**Wiring by layer**

Scale: 8 px per um. Two of the layers only.
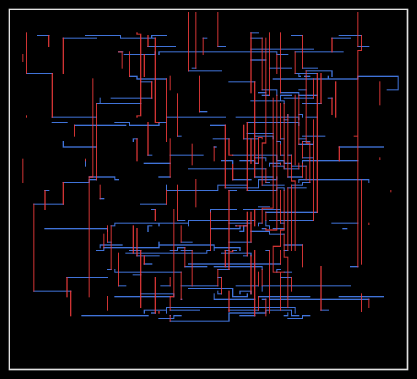
**Cell placement**

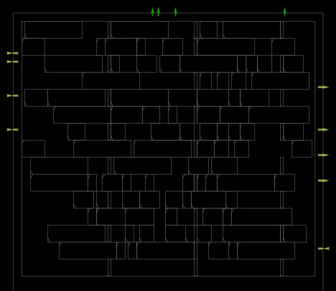
**Cells colored by class**

Scale: 6 px per um.
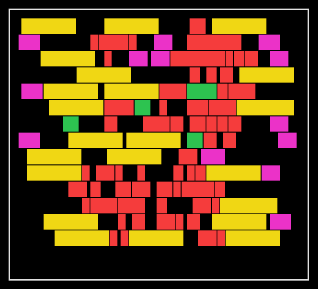
**Signal wires on met3**

Scale: 8 px per um.
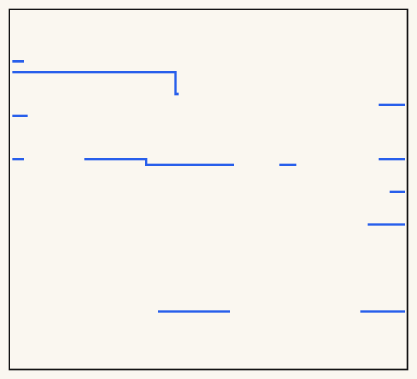
==> config.mk <==
export PLATFORM = sky130hd
export DESIGN_NAME = pmic_main
export DESIGN_NICKNAME = d
export VERILOG_FILES = /design/src/rtl/pmic_main.sv
export SDC_FILE = /design/constraint.sdc
export NUM_CORES = 1
export LEC_CHECK = 0
export CORE_ASPECT_RATIO = 0.9
export CORE_MARGIN = 1
export CORE_UTILIZATION = 47
export CTS_CLUSTER_DIAMETER = 200
export DETAILED_ROUTE_END_ITERATION = 7
export GPL_TIMING_DRIVEN = 0
export PLACE_DENSITY_LB_ADDON = 0.15
export RECOVER_POWER = 50
export SLEW_MARGIN = 10
export SYNTH_ARGS = -nofsm -noshare
export SYNTH_HDL_FRONTEND = slang
export SYNTH_SLANG_ARGS = --single-unit
==> constraint.sdc <==
create_clock -name clk -period 1.7 [get_ports clk]
set_input_delay 0.34 -clock clk [delete_from_list [all_inputs] [get_ports clk]]
set_output_delay 0.34 -clock clk [all_outputs]
set_load 0.05 [all_outputs]
==> flow_summary.json <==
{
  "synthDominantCellAreaShare": 0.574,
  "final.setup_skew_ns": 0.0121,
  "cts.clk_slew.worst_paths_ns": 0.12,
  "global_route.overflow_total": 0,
  "seq_area_frac_synth": 0.574,
  "layout.filler_cells": 161,
  "slew_viol_final": 0,
  "place_area_um2": 1130,
  "die-height_um": 44.8,
  "crit_chain": "nand2b_4 > nand2b_4 > ha_4 > nand4_1 > and4_1 > buf_6 > nand4_1 > o21ai_1",
  "track_usage": 0.150,
  "share_of_the_core_filled_by_cells_before_placement": 0.501,
  "crit_family": "simple AND/OR/NAND/NOR gates",
  "worst_hold_path_cell_count": 0,
  "io_buffer_count": 12,
  "mi_logic_area_um2": 425,
  "routedLengthMet1_um": 661,
  "tritoncts.num_buffers": 3,
  "worstRegToRegCells": 8,
  "yosys-top-cells-area": "sky130_fd_sc_hd__dfrtp_1 57%, sky130_fd_sc_hd__ha_1 7.8%, sky130_fd_sc_hd__nor2_1 5.1%",
  "clockRootBuffer": "sky130_fd_sc_hd__clkbuf_4",
  "drt-initial-drc-count": 5,
  "insertedDiodeCount": 0,
  "cp_data_required_time_ns": 1.91,
  "ir_drop_mv": 0.753,
  "worstSetupEndpointType": "flip-flop",
  "layout_top_cell": "sky130_fd_sc_hd__dfrtp_1",
  "setup.worst_path.class": "flip-flop to flip-flop",
  "wl_met3_um": 74,
  "tritoncts_num_sinks": 22,
  "outcome": "finished, final reports clean",
  "yosys_cells": 83,
  "syn-cell-area_um2": 958,
  "tritoncts": "yes",
  "wl_met2_um": 671,
  "cp_max_fo": 8,
  "setup-violations-final": 0,
  "power.density_cell_area_nw_per_um2": 1630,
  "dr.pass1.iters": 4,
  "crit_start_category": "flip-flop",
  "max_slew_margin": 0.353,
  "syn2layout_area_growth_pct": 23.9,
  "h-tree-depth": 1,
  "topmost_layer_with_routed_signal_wires": "met3",
  "asyncSetResetFlopFracSynth": 1.00,
  "yosysTopAreaCell": "sky130_fd_sc_hd__dfrtp_1",
  "tool_warnings": 28,
  "post-route-period-util": 0.991,
  "worst_margin_pin_slew_ns": 0.967,
  "cpMaxStageDelayCell": "sky130_fd_sc_hd__dfrtp_1",
  "finalNetCount": 111,
  "chip_area_um2": 2220,
  "edf_count": 0,
  "top_cells_by_count": "22 x sky130_fd_sc_hd__dfrtp_1, 13 x sky130_fd_sc_hd__nor2_1, 6 x sky130_fd_sc_hd__ha_1",
  "layout_top_cells": "20 x sky130_fd_sc_hd__dfrtp_1, 10 x sky130_fd_sc_hd__nor2_1, 7 x sky130_fd_sc_hd__dlygate4sd2_1",
  "num_io_pins": 13,
  "cpPeakStageDelay_ns": 0.38,
  "pin_count_of_the_biggest_net_entering_global_routing": 23,
  "yosys_warnings": 0,
  "largest_register_ffs": 8,
  "clk-insertion-delay-late_ns": 0.30,
  "layout.cell_area.non_filler_um2": 1190,
  "leakagePower_nw": 0.568,
  "fmax_ghz": 0.594,
  "ff_latch_area_um2": 553,
  "min_path_type": "flip-flop to flip-flop",
  "synth_flops": 22,
  "netlist_instances": 83,
  "synth.most_common_cell": "sky130_fd_sc_hd__dfrtp_1",
  "rrSetupSlack_ns": 0.02,
  "floorplan.die.width_um": 49.6,
  "synth-area-yosys_um2": 958,
  "post-route-min-period_ns": 1.68,
  "grt_pass1_vias": 587,
  "max-clock-path-buffers": 2,
  "avgViaCountPerCell": 5.08,
  "drt.antenna.violating_nets": 0,
  "remaining_drc_errors": 0,
  "gpl.final_weighted_congestion": 0.762,
  "finalHoldViolations": 0,
  "worst-path-buf-inv": 1,
  "timing.max_cap.violations": 0,
  "cts_setup_buffers": 0,
  "timing.critical_path.arrival_ns": 1.89,
  "average_footprint_of_a_synthesized_cell_um2": 11.5,
  "grt_pass1_wl_um": 2420,
  "synth_top_flop_cell": "sky130_fd_sc_hd__dfrtp_1",
  "ys_types": 24,
  "path_depth": 8,
  "syn-num-nets": 94,
  "rsz0062_at_grt": "yes",
  "dp.final_hpwl_um": 1000,
  "final.hold.worst_slack_ns": 0.359,
  "post_route_cells_drive_above_1_share": 0.192
}
Back to the opening pictures, 'wiring by layer':
M2: shown in red, wire length 671 um. M1: shown in blue, wire length 662 um.
WL/cell: 11.3 um
total detailed-routing wirelength: 1410 um

Back to the opening pictures, 'cell placement':
number of tap cells added at floorplan: 25
count of non-filler cells in the finished layout: 124
number of sequential storage elements: 22
Rows: 15
utilization of the core after routing: 0.620

Back to the opening pictures, 'cells colored by class':
clock drivers and dummy loads: shown in green, cells 4, share of their area 3.1%. remaining logic cells: shown in red, cells 60, share of their area 38%. sequential cells: shown in yellow, cells 22, share of their area 48%. remaining buffers and delay cells: shown in magenta, cells 13, share of their area 11%.
core outline area: 1910 um2
flop share of the area: 0.466

Back to the opening pictures, 'signal wires on met3':
The layer holds 5.3% of the routed length. The layer carries 74.0 um of wire. 12 nets have wire on it. The wires run mostly horizontal.
routing usage on met3: 0.0640
vias post-DR: 630

==> per-stage QoR <==
step | setup WS, ns | TNS [ns] | power [W] | cells | utilization
after global placement | -0.0905 | -0.324 | 0.00164 | 120 | 0.592
after global routing | -0.0751 | -0.331 | 0.00207 | 124 | 0.620
after floorplan | 0.00425 | 0 | 0.00142 | 83 | -
after detailed placement | -0.0989 | -0.337 | 0.00166 | 120 | 0.592
after CTS | 0.000189 | 0 | 0.00195 | 124 | 0.620
final | 0.0155 | 0 | 0.00194 | 124 | 0.620
==> metal layers <==
metal	global-route usage	up-vias
met5	0	-
met4	0.0457	0
met3	0.0640	0
met2	0.249	16
met1	0.180	302
li1	-	312
==> cells by family after synthesis <==
family,after synthesis,share of synthesized area
xor gates and xnor gates,6,0.0548
adders and majority gates,6,0.0783
buffers and inverters,6,0.0313
and+or+nand+nor,32,0.178
DFF,22,0.574
AOI/OAI and AO/OA,11,0.0835
==> what timing repair did <==
| action | 4_1_cts | 5_1_grt |
|---|---|---|
| cloned | 0 | 0 |
| setup endpoints to repair | 12 | 6 |
| pin swaps | 3 | 0 |
| gates resized | 14 | 1 |
| hold buffers | 0 | 0 |
| endpoints found under the hold margin | 0 | 0 |
==> power by group <==
part	leakage [nW]	total (W)	internal (W)	switching (W)
Combinational	0.278	0.000875	0.000347	0.000527
Sequential	0.269	0.000784	0.000648	0.000136
Clock	0.0210	0.000281	0.000131	0.000150
Total	0.568	0.00194	0.00113	0.000814
==> area by class of cell <==
type                    instances  share of cell area
flip-flops and latches         22               0.466
multi-input cells              55               0.358
repair buffers                 12              0.0938
clock buffers                   4              0.0306
well taps                      25              0.0263
inverters                       5              0.0158
plain buffers                   1             0.00948
Power is estimated from default activity; no workload was simulated.
